File: config.mk
export PLATFORM = sky130hd
export DESIGN_NAME = crc32_frame_tx
export DESIGN_NICKNAME = d
export VERILOG_FILES = /design/src/rtl/crc32_frame_tx.sv
export SDC_FILE = /design/constraint.sdc
export NUM_CORES = 1
export LEC_CHECK = 0
export CORE_MARGIN = 1
export CORE_UTILIZATION = 50
export DETAILED_ROUTE_END_ITERATION = 6
export GPL_TIMING_DRIVEN = 0
export PLACE_DENSITY = 0.73
export REMOVE_ABC_BUFFERS = 1
export SLEW_MARGIN = 10
export SYNTH_ARGS = -nofsm -noshare
export SYNTH_HDL_FRONTEND = slang
export SYNTH_SLANG_ARGS = --single-unit
File: constraint.sdc
create_clock -name clk -period 5.8 [get_ports clk]
set_input_delay 1.16 -clock clk [delete_from_list [all_inputs] [get_ports clk]]
set_output_delay 1.16 -clock clk [all_outputs]
set_load 0.005 [all_outputs]
File: src/rtl/crc32_frame_tx.sv
// crc32_frame_tx: forwards 32-bit payload words and appends a CRC-32 FCS word to each frame.
// Define CRC32_FINAL_XOR_EN to invert the final CRC (Ethernet FCS); by default the raw register is emitted.
module crc32_frame_tx #(
  parameter logic [15:0] MAX_WORDS = 16'd375
) (
  input  logic        clk,
  input  logic        rst,
  input  logic [31:0] s_data,
  input  logic        s_valid,
  input  logic        s_last,
  output logic        s_ready,
  output logic [31:0] m_data,
  output logic        m_valid,
  output logic        m_last,
  input  logic        m_ready,
  output logic        len_err,
  output logic [15:0] frame_cnt
);

  typedef enum logic [1:0] {
    DATA     = 2'd0,
    FCS_LOAD = 2'd1,
    FCS_WAIT = 2'd2
  } state_e;

  localparam logic [31:0] CRC_INIT      = 32'hFFFF_FFFF;
  localparam logic [31:0] CRC_POLY_REFL = 32'hEDB8_8320;

  // Reflected CRC-32 over one word; bit i of the word is the i-th bit on the wire.
  function automatic logic [31:0] crc32_word(input logic [31:0] crc, input logic [31:0] data);
    logic [31:0] c;
    c = crc;
    for (int i = 0; i < 32; i++) begin
      c = (c[0] ^ data[i]) ? ((c >> 1) ^ CRC_POLY_REFL) : (c >> 1);
    end
    return c;
  endfunction

  state_e      state_q, state_d;
  logic [31:0] crc_q, crc_d;
  logic [15:0] wcnt_q, wcnt_d;
  logic [15:0] frame_cnt_q, frame_cnt_d;
  logic [31:0] m_data_q, m_data_d;
  logic        m_valid_q, m_valid_d;
  logic        m_last_q, m_last_d;
  logic        len_err_q, len_err_d;

  logic        out_free;
  logic        in_fire;
  logic        out_fire;
  logic        max_hit;
  logic [31:0] fcs;

  assign out_free = !m_valid_q || m_ready;
  assign s_ready  = (state_q == DATA) && out_free;
  assign in_fire  = s_valid && s_ready;
  assign out_fire = m_valid_q && m_ready;
  assign max_hit  = (wcnt_q + 16'd1) == MAX_WORDS;

`ifdef CRC32_FINAL_XOR_EN
  assign fcs = crc_q ^ CRC_INIT;
`else
  assign fcs = crc_q;
`endif

  always_comb begin
    // NOTE: every next-state value gets a default first, so no path leaves one unassigned and infers a latch.
    state_d     = state_q;
    crc_d       = crc_q;
    wcnt_d      = wcnt_q;
    frame_cnt_d = frame_cnt_q;
    m_data_d    = m_data_q;
    m_valid_d   = m_valid_q && !m_ready;
    m_last_d    = m_last_q && !m_ready;
    len_err_d   = 1'b0;

    unique case (state_q)
      DATA: begin
        if (in_fire) begin
          m_data_d  = s_data;
          m_valid_d = 1'b1;
          m_last_d  = 1'b0;
          crc_d     = crc32_word(crc_q, s_data);
          wcnt_d    = wcnt_q + 16'd1;
          if (s_last || max_hit) begin
            state_d   = FCS_LOAD;
            len_err_d = max_hit && !s_last;
          end
        end
      end
      FCS_LOAD: begin
        if (out_free) begin
          m_data_d  = fcs;
          m_valid_d = 1'b1;
          m_last_d  = 1'b1;
          state_d   = FCS_WAIT;
        end
      end
      FCS_WAIT: begin
        if (out_fire) begin
          crc_d       = CRC_INIT;
          wcnt_d      = '0;
          frame_cnt_d = frame_cnt_q + 16'd1;
          state_d     = DATA;
        end
      end
      default: state_d = DATA;
    endcase
  end

  always_ff @(posedge clk) begin
    // NOTE: sequential state uses non-blocking assignments so all registers update together at the edge.
    if (rst) begin
      state_q     <= DATA;
      crc_q       <= CRC_INIT;
      wcnt_q      <= '0;
      frame_cnt_q <= '0;
      m_data_q    <= '0;
      m_valid_q   <= 1'b0;
      m_last_q    <= 1'b0;
      len_err_q   <= 1'b0;
    end else begin
      state_q     <= state_d;
      crc_q       <= crc_d;
      wcnt_q      <= wcnt_d;
      frame_cnt_q <= frame_cnt_d;
      m_data_q    <= m_data_d;
      m_valid_q   <= m_valid_d;
      m_last_q    <= m_last_d;
      len_err_q   <= len_err_d;
    end
  end

  assign m_data    = m_data_q;
  assign m_valid   = m_valid_q;
  assign m_last    = m_last_q;
  assign len_err   = len_err_q;
  assign frame_cnt = frame_cnt_q;

endmodule

==> run summary <==
run metrics: max-slew violation count 0, 1st-iter DRT viols around 320, YS warnings 0, failing checks design-rule violations, Max Root-Sink Buffers 2, M1 wire length ~9000 µm, # IOs 89, FP Core Util between 50 and 60%, Buffers, non-clock 91, Max Freq 0.1786 GHz, crit path DRT a little over 6 ns, Post-Route Skew a little over 0.009 ns, GR Overflow Total 0, crit share post-route ~97%, distinct lib cells 49, setup TNS 0 ns, yosys cell count ~770, Detail Route Antenna Nets 0, area leader, netlist dfxtp_1, Tot GR Track Use between 20% and 30%, syn_area_per_cell roughly 10 µm², Reg clk slew, reported paths around 0.080 ns, outcome finished with violations, TritonRoute pass-1 iters 6, die width around 120 µm, Skew-Pair Late Insertion Delay about 0.36 ns, TritonCTS clock tree yes, fin cells about 1000, YS chip area roughly 0.0075 mm², logic share of the area between 60% and 70%, non-clk buf share about a tenth, flip-flops with a built-in enable 0, storage element area approximately 0.0020 mm², Inst Count DP slightly above 1000, Worst path max stage delay about 0.68 ns, met3 WL post-DR 908 µm, DR DRC count 13, combinational gate count 626, root buf cell clkbuf_16, crit path DAT 5.89 ns, master of the slowest instance on the critical path xnor3_2, Max Fanout on Critical Path 7, Top-area cell share 26.83%, Placed Area between 0.008 and 0.009 mm²
worst reg2reg max path: stages, from the launching register on:
cell and delay [ns]:
dfxtp_1 0.35, xnor2_2 0.50, xor3_4 0.66, xnor2_2 0.52, xnor2_2 0.30, xnor2_2 0.53, xnor3_2 0.68, xor2_1 0.52
xnor3_1 0.42, a21oi_1 0.14
timing repair:
item / CTS / global route
endpoints found under the setup margin: 2 / 0
endpoints found under the hold margin: 0 / 0
resized: 1 / 0
how the worst max path moves through the flow:
stage | slack (ns) | cells after the start | startpoint | to
after floorplan | 0.31 | 3 | state_q[1]$_SDFFE_PP0P_ | m_data[0]$_SDFFE_PP0P_
after global placement | -1.85 | 3 | state_q[1]$_SDFFE_PP0P_ | m_data[30]$_SDFFE_PP0P_
after detailed placement | -0.43 | 10 | s_data[0] | crc_q[19]$_SDFFE_PP1P_
after CTS | 0.20 | 10 | s_data[6] | crc_q[19]$_SDFFE_PP1P_
after global routing | 0.11 | 10 | s_data[6] | crc_q[19]$_SDFFE_PP1P_
final | 0.20 | 10 | s_data[0] | crc_q[19]$_SDFFE_PP1P_
kinds of logic after synthesis:
logic type      Yosys count  synth area share, %
xor+xnor                278                44.79
flops                   101                26.83
mux                      33                4.383
fa+ha+maj                 3               0.4981
buf+inv                  42                2.225
simple gates            210                12.75
compound gates          102                8.533
cell usage after synthesis, types with 5 or more instances:
master and n:
a211oi_1 32, a21oi_1 39, and3_1 10, clkbuf_1 32, dfxtp_1 101, inv_1 5
mux2i_1 33, nand2_1 24, nand3_1 14, nor2_1 106, nor3_1 24, o21ai_0 12
or2_2 10, xnor2_1 155, xnor2_2 12, xnor3_1 34, xnor3_2 9, xor2_1 53
Figure 1. Placement by cell class.
Drawn at 2 px/µm.
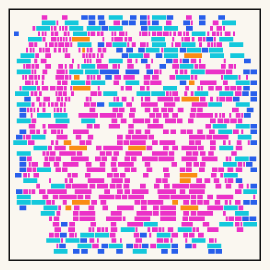
class	colour	cells
clock drivers and dummy loads	orange	16
remaining logic cells	magenta	631
registers	cyan	101
remaining buffers and delay cells	blue	91
Core Rows: 44
design area: 0.008874 mm²
fin util: 60.59%
core region area: 0.01464 mm²
sequential share of cell area: 22.79%

Figure 2. Signal wires by layer.
Drawn at 2 px/µm.
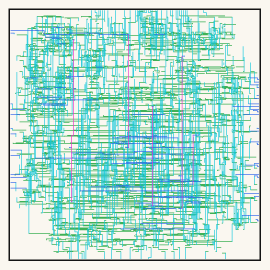
layer	colour	wire length
M3	blue	908 µm
M4	magenta	289 µm
M1	green	8850 µm
M2	cyan	9400 µm

